--- src/rtl/seq_alu_param.sv ---
// Multi-cycle ALU with an internal accumulator and a start/busy/done handshake.
// MUL and non-zero shifts iterate one step per cycle. All other ops finish on the accept edge.
module seq_alu_param #(
  parameter int DATA_W  = 16,
  parameter int SHIFT_W = 4
) (
  input  logic               clk,
  input  logic               reset,
  input  logic               start,
  input  logic [2:0]         op,
  input  logic [DATA_W-1:0]  a_bus,
  input  logic [DATA_W-1:0]  b_bus,
  input  logic [SHIFT_W-1:0] shift,
  input  logic               use_ac,
  input  logic               write_ac,
  output logic               busy,
  output logic               done,
  output logic [DATA_W-1:0]  c_bus,
  output logic               z_flag,
  output logic               c_flag,
  output logic [DATA_W-1:0]  ac
);

  localparam int CNT_W = (SHIFT_W > $clog2(DATA_W + 1)) ? SHIFT_W : $clog2(DATA_W + 1);
  localparam logic [CNT_W-1:0] MUL_TGT = CNT_W'(DATA_W);

  localparam logic [2:0] OP_PASS = 3'd0;
  localparam logic [2:0] OP_ADD  = 3'd1;
  localparam logic [2:0] OP_SUB  = 3'd2;
  localparam logic [2:0] OP_INC  = 3'd3;
  localparam logic [2:0] OP_MUL  = 3'd4;
  localparam logic [2:0] OP_AVG  = 3'd5;
  localparam logic [2:0] OP_SHL  = 3'd6;
  localparam logic [2:0] OP_SHR  = 3'd7;

  typedef enum logic {IDLE = 1'b0, EXEC = 1'b1} state_t;

  state_t                state_q, state_d;
  logic [CNT_W-1:0]      cnt_q, cnt_d, tgt_q, tgt_d;
  logic [2:0]            op_q, op_d;
  logic                  wac_q, wac_d;
  logic [DATA_W-1:0]     work_q, work_d, mplier_q, mplier_d;
  logic [2*DATA_W-1:0]   mcand_q, mcand_d, prod_q, prod_d;
  logic [DATA_W-1:0]     c_bus_q, c_bus_d, ac_q, ac_d;
  logic                  z_q, z_d, cf_q, cf_d, done_q, done_d;

  logic [DATA_W-1:0]     a_sel_s, res_s;
  logic [DATA_W:0]       sum_s, diff_s, inc_s;
  logic [2*DATA_W-1:0]   prod_nx_s;
  logic [CNT_W-1:0]      cnt_inc_s;
  logic                  cout_s, fin_s, wac_s;

  always_comb begin
    state_d  = state_q;
    cnt_d    = cnt_q;
    tgt_d    = tgt_q;
    op_d     = op_q;
    wac_d    = wac_q;
    work_d   = work_q;
    mplier_d = mplier_q;
    mcand_d  = mcand_q;
    prod_d   = prod_q;
    c_bus_d  = c_bus_q;
    z_d      = z_q;
    cf_d     = cf_q;
    ac_d     = ac_q;
    done_d   = 1'b0;
    res_s    = {DATA_W{1'b0}};
    cout_s   = 1'b0;
    fin_s    = 1'b0;
    wac_s    = wac_q;
    a_sel_s  = use_ac ? ac_q : a_bus;
    sum_s    = {1'b0, a_sel_s} + {1'b0, b_bus};
    diff_s   = {1'b0, a_sel_s} - {1'b0, b_bus};
    inc_s    = {1'b0, a_sel_s} + {{DATA_W{1'b0}}, 1'b1};
    prod_nx_s = prod_q;
    cnt_inc_s = cnt_q + {{(CNT_W-1){1'b0}}, 1'b1};

    case (state_q)
      IDLE: begin
        if (start) begin
          op_d     = op;
          wac_d    = write_ac;
          wac_s    = write_ac;
          cnt_d    = {CNT_W{1'b0}};
          work_d   = a_sel_s;
          mplier_d = b_bus;
          mcand_d  = {{DATA_W{1'b0}}, a_sel_s};
          prod_d   = {(2*DATA_W){1'b0}};
          case (op)
            OP_PASS: begin fin_s = 1'b1; res_s = b_bus; end
            OP_ADD:  begin fin_s = 1'b1; res_s = sum_s[DATA_W-1:0]; cout_s = sum_s[DATA_W]; end
            OP_SUB:  begin fin_s = 1'b1; res_s = diff_s[DATA_W-1:0]; cout_s = diff_s[DATA_W]; end
            OP_INC:  begin fin_s = 1'b1; res_s = inc_s[DATA_W-1:0]; cout_s = inc_s[DATA_W]; end
            OP_AVG:  begin fin_s = 1'b1; res_s = sum_s[DATA_W:1]; end
            OP_MUL:  begin tgt_d = MUL_TGT; state_d = EXEC; end
            OP_SHL, OP_SHR: begin
              if (shift != {SHIFT_W{1'b0}}) begin
                tgt_d   = CNT_W'(shift);
                state_d = EXEC;
              end else begin
                fin_s = 1'b1;
                res_s = a_sel_s;
              end
            end
            default: begin fin_s = 1'b1; res_s = b_bus; end
          endcase
        end else begin
          state_d = IDLE;
        end
      end
      EXEC: begin
        cnt_d = cnt_inc_s;
        case (op_q)
          OP_MUL: begin
            // Shift-add: one multiplier bit consumed per cycle, LSB first.
            prod_nx_s = mplier_q[0] ? (prod_q + mcand_q) : prod_q;
            prod_d    = prod_nx_s;
            mcand_d   = {mcand_q[2*DATA_W-2:0], 1'b0};
            mplier_d  = {1'b0, mplier_q[DATA_W-1:1]};
            res_s     = prod_nx_s[DATA_W-1:0];
            cout_s    = |prod_nx_s[2*DATA_W-1:DATA_W];
          end
          OP_SHL: begin
            work_d = {work_q[DATA_W-2:0], 1'b0};
            res_s  = {work_q[DATA_W-2:0], 1'b0};
            cout_s = work_q[DATA_W-1];
          end
          OP_SHR: begin
            work_d = {1'b0, work_q[DATA_W-1:1]};
            res_s  = {1'b0, work_q[DATA_W-1:1]};
            cout_s = work_q[0];
          end
          default: res_s = work_q;
        endcase
        if (cnt_inc_s == tgt_q) begin
          fin_s   = 1'b1;
          state_d = IDLE;
        end else begin
          state_d = EXEC;
        end
      end
      default: state_d = IDLE;
    endcase

    if (fin_s) begin
      c_bus_d = res_s;
      z_d     = (res_s == {DATA_W{1'b0}});
      cf_d    = cout_s;
      done_d  = 1'b1;
      if (wac_s) begin
        ac_d = res_s;
      end else begin
        ac_d = ac_q;
      end
    end else begin
      done_d = 1'b0;
    end
  end

  // State and datapath registers; reset aborts any op in flight.
  always_ff @(posedge clk) begin
    if (reset) begin
      state_q  <= IDLE;
      cnt_q    <= {CNT_W{1'b0}};
      tgt_q    <= {CNT_W{1'b0}};
      op_q     <= 3'd0;
      wac_q    <= 1'b0;
      work_q   <= {DATA_W{1'b0}};
      mplier_q <= {DATA_W{1'b0}};
      mcand_q  <= {(2*DATA_W){1'b0}};
      prod_q   <= {(2*DATA_W){1'b0}};
      c_bus_q  <= {DATA_W{1'b0}};
      ac_q     <= {DATA_W{1'b0}};
      z_q      <= 1'b0;
      cf_q     <= 1'b0;
      done_q   <= 1'b0;
    end else begin
      state_q  <= state_d;
      cnt_q    <= cnt_d;
      tgt_q    <= tgt_d;
      op_q     <= op_d;
      wac_q    <= wac_d;
      work_q   <= work_d;
      mplier_q <= mplier_d;
      mcand_q  <= mcand_d;
      prod_q   <= prod_d;
      c_bus_q  <= c_bus_d;
      ac_q     <= ac_d;
      z_q      <= z_d;
      cf_q     <= cf_d;
      done_q   <= done_d;
    end
  end

  assign busy   = (state_q == EXEC);
  assign done   = done_q;
  assign c_bus  = c_bus_q;
  assign z_flag = z_q;
  assign c_flag = cf_q;
  assign ac     = ac_q;

endmodule

--- config.mk ---
export PLATFORM = sky130hd
export DESIGN_NAME = seq_alu_param
export DESIGN_NICKNAME = d
export VERILOG_FILES = /design/src/rtl/seq_alu_param.sv
export SDC_FILE = /design/constraint.sdc
export NUM_CORES = 1
export LEC_CHECK = 0
export ABC_AREA = 1
export ABC_CLOCK_PERIOD_IN_PS = 9450
export CORE_UTILIZATION = 50
export CTS_CLUSTER_DIAMETER = 30
export CTS_CLUSTER_SIZE = 16
export DETAILED_ROUTE_END_ITERATION = 8
export PLACE_DENSITY = 0.69
export RECOVER_POWER = 50
export SYNTH_ARGS = -nofsm -noshare
export SYNTH_HDL_FRONTEND = slang
export SYNTH_SLANG_ARGS = --single-unit
--- constraint.sdc ---
create_clock -name clk -period 9.45 [get_ports clk]
set_input_delay 1.89 -clock clk [delete_from_list [all_inputs] [get_ports clk]]
set_output_delay 1.89 -clock clk [all_outputs]
set_load 0.05 [all_outputs]
### PDN straps and rails

Bar = 50 microns. Pins as bars on the die edge.
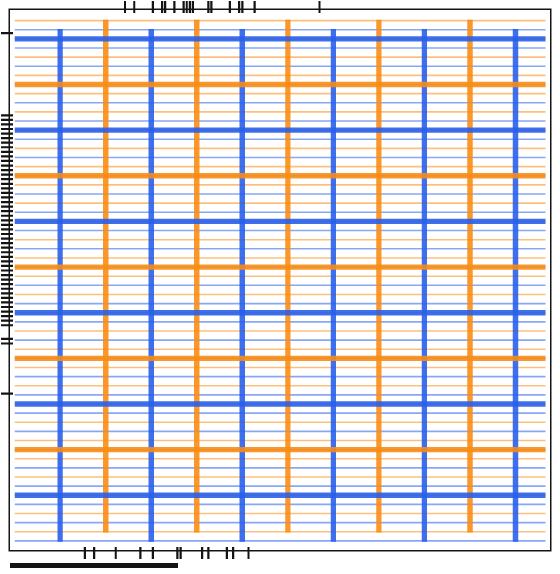
- VDD: orange
- VSS: blue
- signal pins: 80
- met4 straps: 11
- rows: 57
core area: 24500 sq um
VDD IR max: 0.000128 V
die height: 161 microns
Die X-Extent: 161 microns

### Placement by cell class

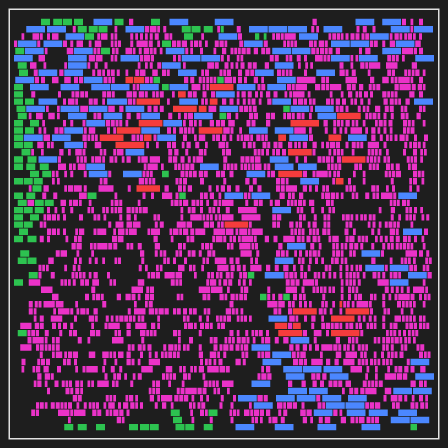
- combinational and other logic: magenta (cells 1978)
- sequential cells: blue (cells 146)
- remaining buffers and delay cells: green (cells 92)
- clock drivers and dummy loads: red (cells 32)
flop share of the area: 0.206
row cnt: 57
final instance area: 14200 sq um
fin util: 0.578

==> reports/results.txt <==
maxcap violations: 2
most numerous logic cell after layout: nand2_1
Final Hold Viols: 0
Insertion Delay late pin: 0.44 ns
Worst R2R End: ac[7]
setup TNS: 0 ns
Log Warnings: 45
ys flops: 146
met2 Resource Use GR: 0.621
CP endpoint: op_q[0]
buffer share of cell area: 0.0618
tap cells: 324
status: finished with violations
failing checks: max-capacitance violations, max-slew violations
routed vias/inst: 5.69
Slew Viols, Final: 149
XOR/XNOR Area Share: 0.00277
CTS root buffer: clkbuf_16
Rel. slew slack: -1.24
internal power: 1.24 mW
register area share after synthesis: 0.231
Reg clk slew, reported paths: 0.07 ns
most numerous logic cells after layout: nand2_1 (735), inv_1 (290), nand3_1 (210)
fill cell count: 2582
### Clock wires, drivers and flops

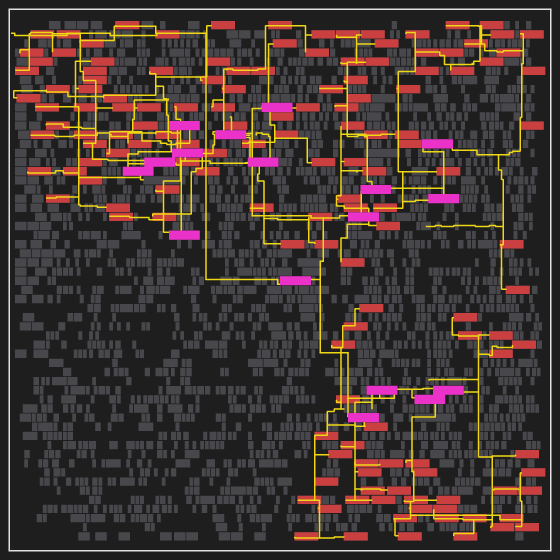
- clock wires: yellow (length 2370 microns)
- clock drivers: magenta (count 17)
- flip-flops: red (count 146)
- flops lie: widely spread

### Routed metal, one colour a layer

Bar = 50 microns.
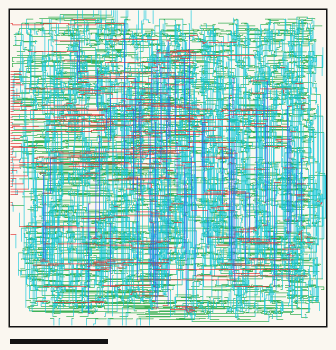
- metal 3: red (wire length 3400 microns)
- metal 1: green (wire length 19800 microns)
- metal 2: cyan (wire length 22.4 mm)
- metal 4: blue (wire length 2430 microns)
GR Util All Layers: 0.370
drt wl/cell: 18.7 microns
drt total wl: 48100 microns

-- Yosys cell counts (5+ instances only) --
library cell    n  area share
nand3b_1        5      0.0030
ha_1           68       0.067
nor3_1          9      0.0036
dfxtp_1       146        0.23
buf_2          10      0.0040
a31oi_1        23       0.011
o21bai_1       10      0.0059
inv_1         291       0.086
buf_1           6      0.0018
nand4_1        28       0.014
nand3_1       210       0.083
nand2_1       735        0.22
o21ai_0       107       0.042
a22oi_1        13      0.0077
nand2_2        12      0.0059
or2_2          20      0.0099
o211ai_1       22       0.013
clkbuf_1       63       0.019
nor2_1        172       0.051
a21oi_1       199       0.079
-- critical path, stage by stage --
cell	delay [ns]
buf_2	0.07
clkbuf_1	2.36
clkinv_1	0.27
clkbuf_1	1.27
o21ai_0	0.52
a21oi_1	0.09
-- how the worst min path moves through the flow --
stage                         endpoint  slack [ns]  cells after the start          from
after floorplan           mplier_q[15]        0.44                      2  mplier_q[15]
after global placement    mplier_q[15]        0.45                      2  mplier_q[15]
after detailed placement   mplier_q[8]        0.46                      2   mplier_q[9]
after CTS                 mplier_q[15]        0.47                      2  mplier_q[15]
after global routing       mcand_q[31]        0.50                      2   mcand_q[31]
final                     mplier_q[15]        0.47                      2  mplier_q[15]
-- sequential cells by signal, summed over array words and instances, names as in the netlist --
| register | cells |
|---|---|
| c_bus | 16 |
| mplier_q | 16 |
| tgt_q | 5 |
| wac_q | 1 |
| prod_q | 32 |
| mcand_q | 32 |
| done | 1 |
| ac | 16 |
| c_flag | 1 |
| op_q | 3 |
| cnt_q | 5 |
| z_flag | 1 |
| busy | 1 |
| work_q | 16 |
-- layer usage --
metal | vias to the layer above | wire [microns]
met3 | 132 | 3400
met2 | 587 | 22400
met1 | 6764 | 19800
met5 | - | 0
li1 | 7167 | -
met4 | 0 | 2430
Power is estimated from default activity; no workload was simulated.
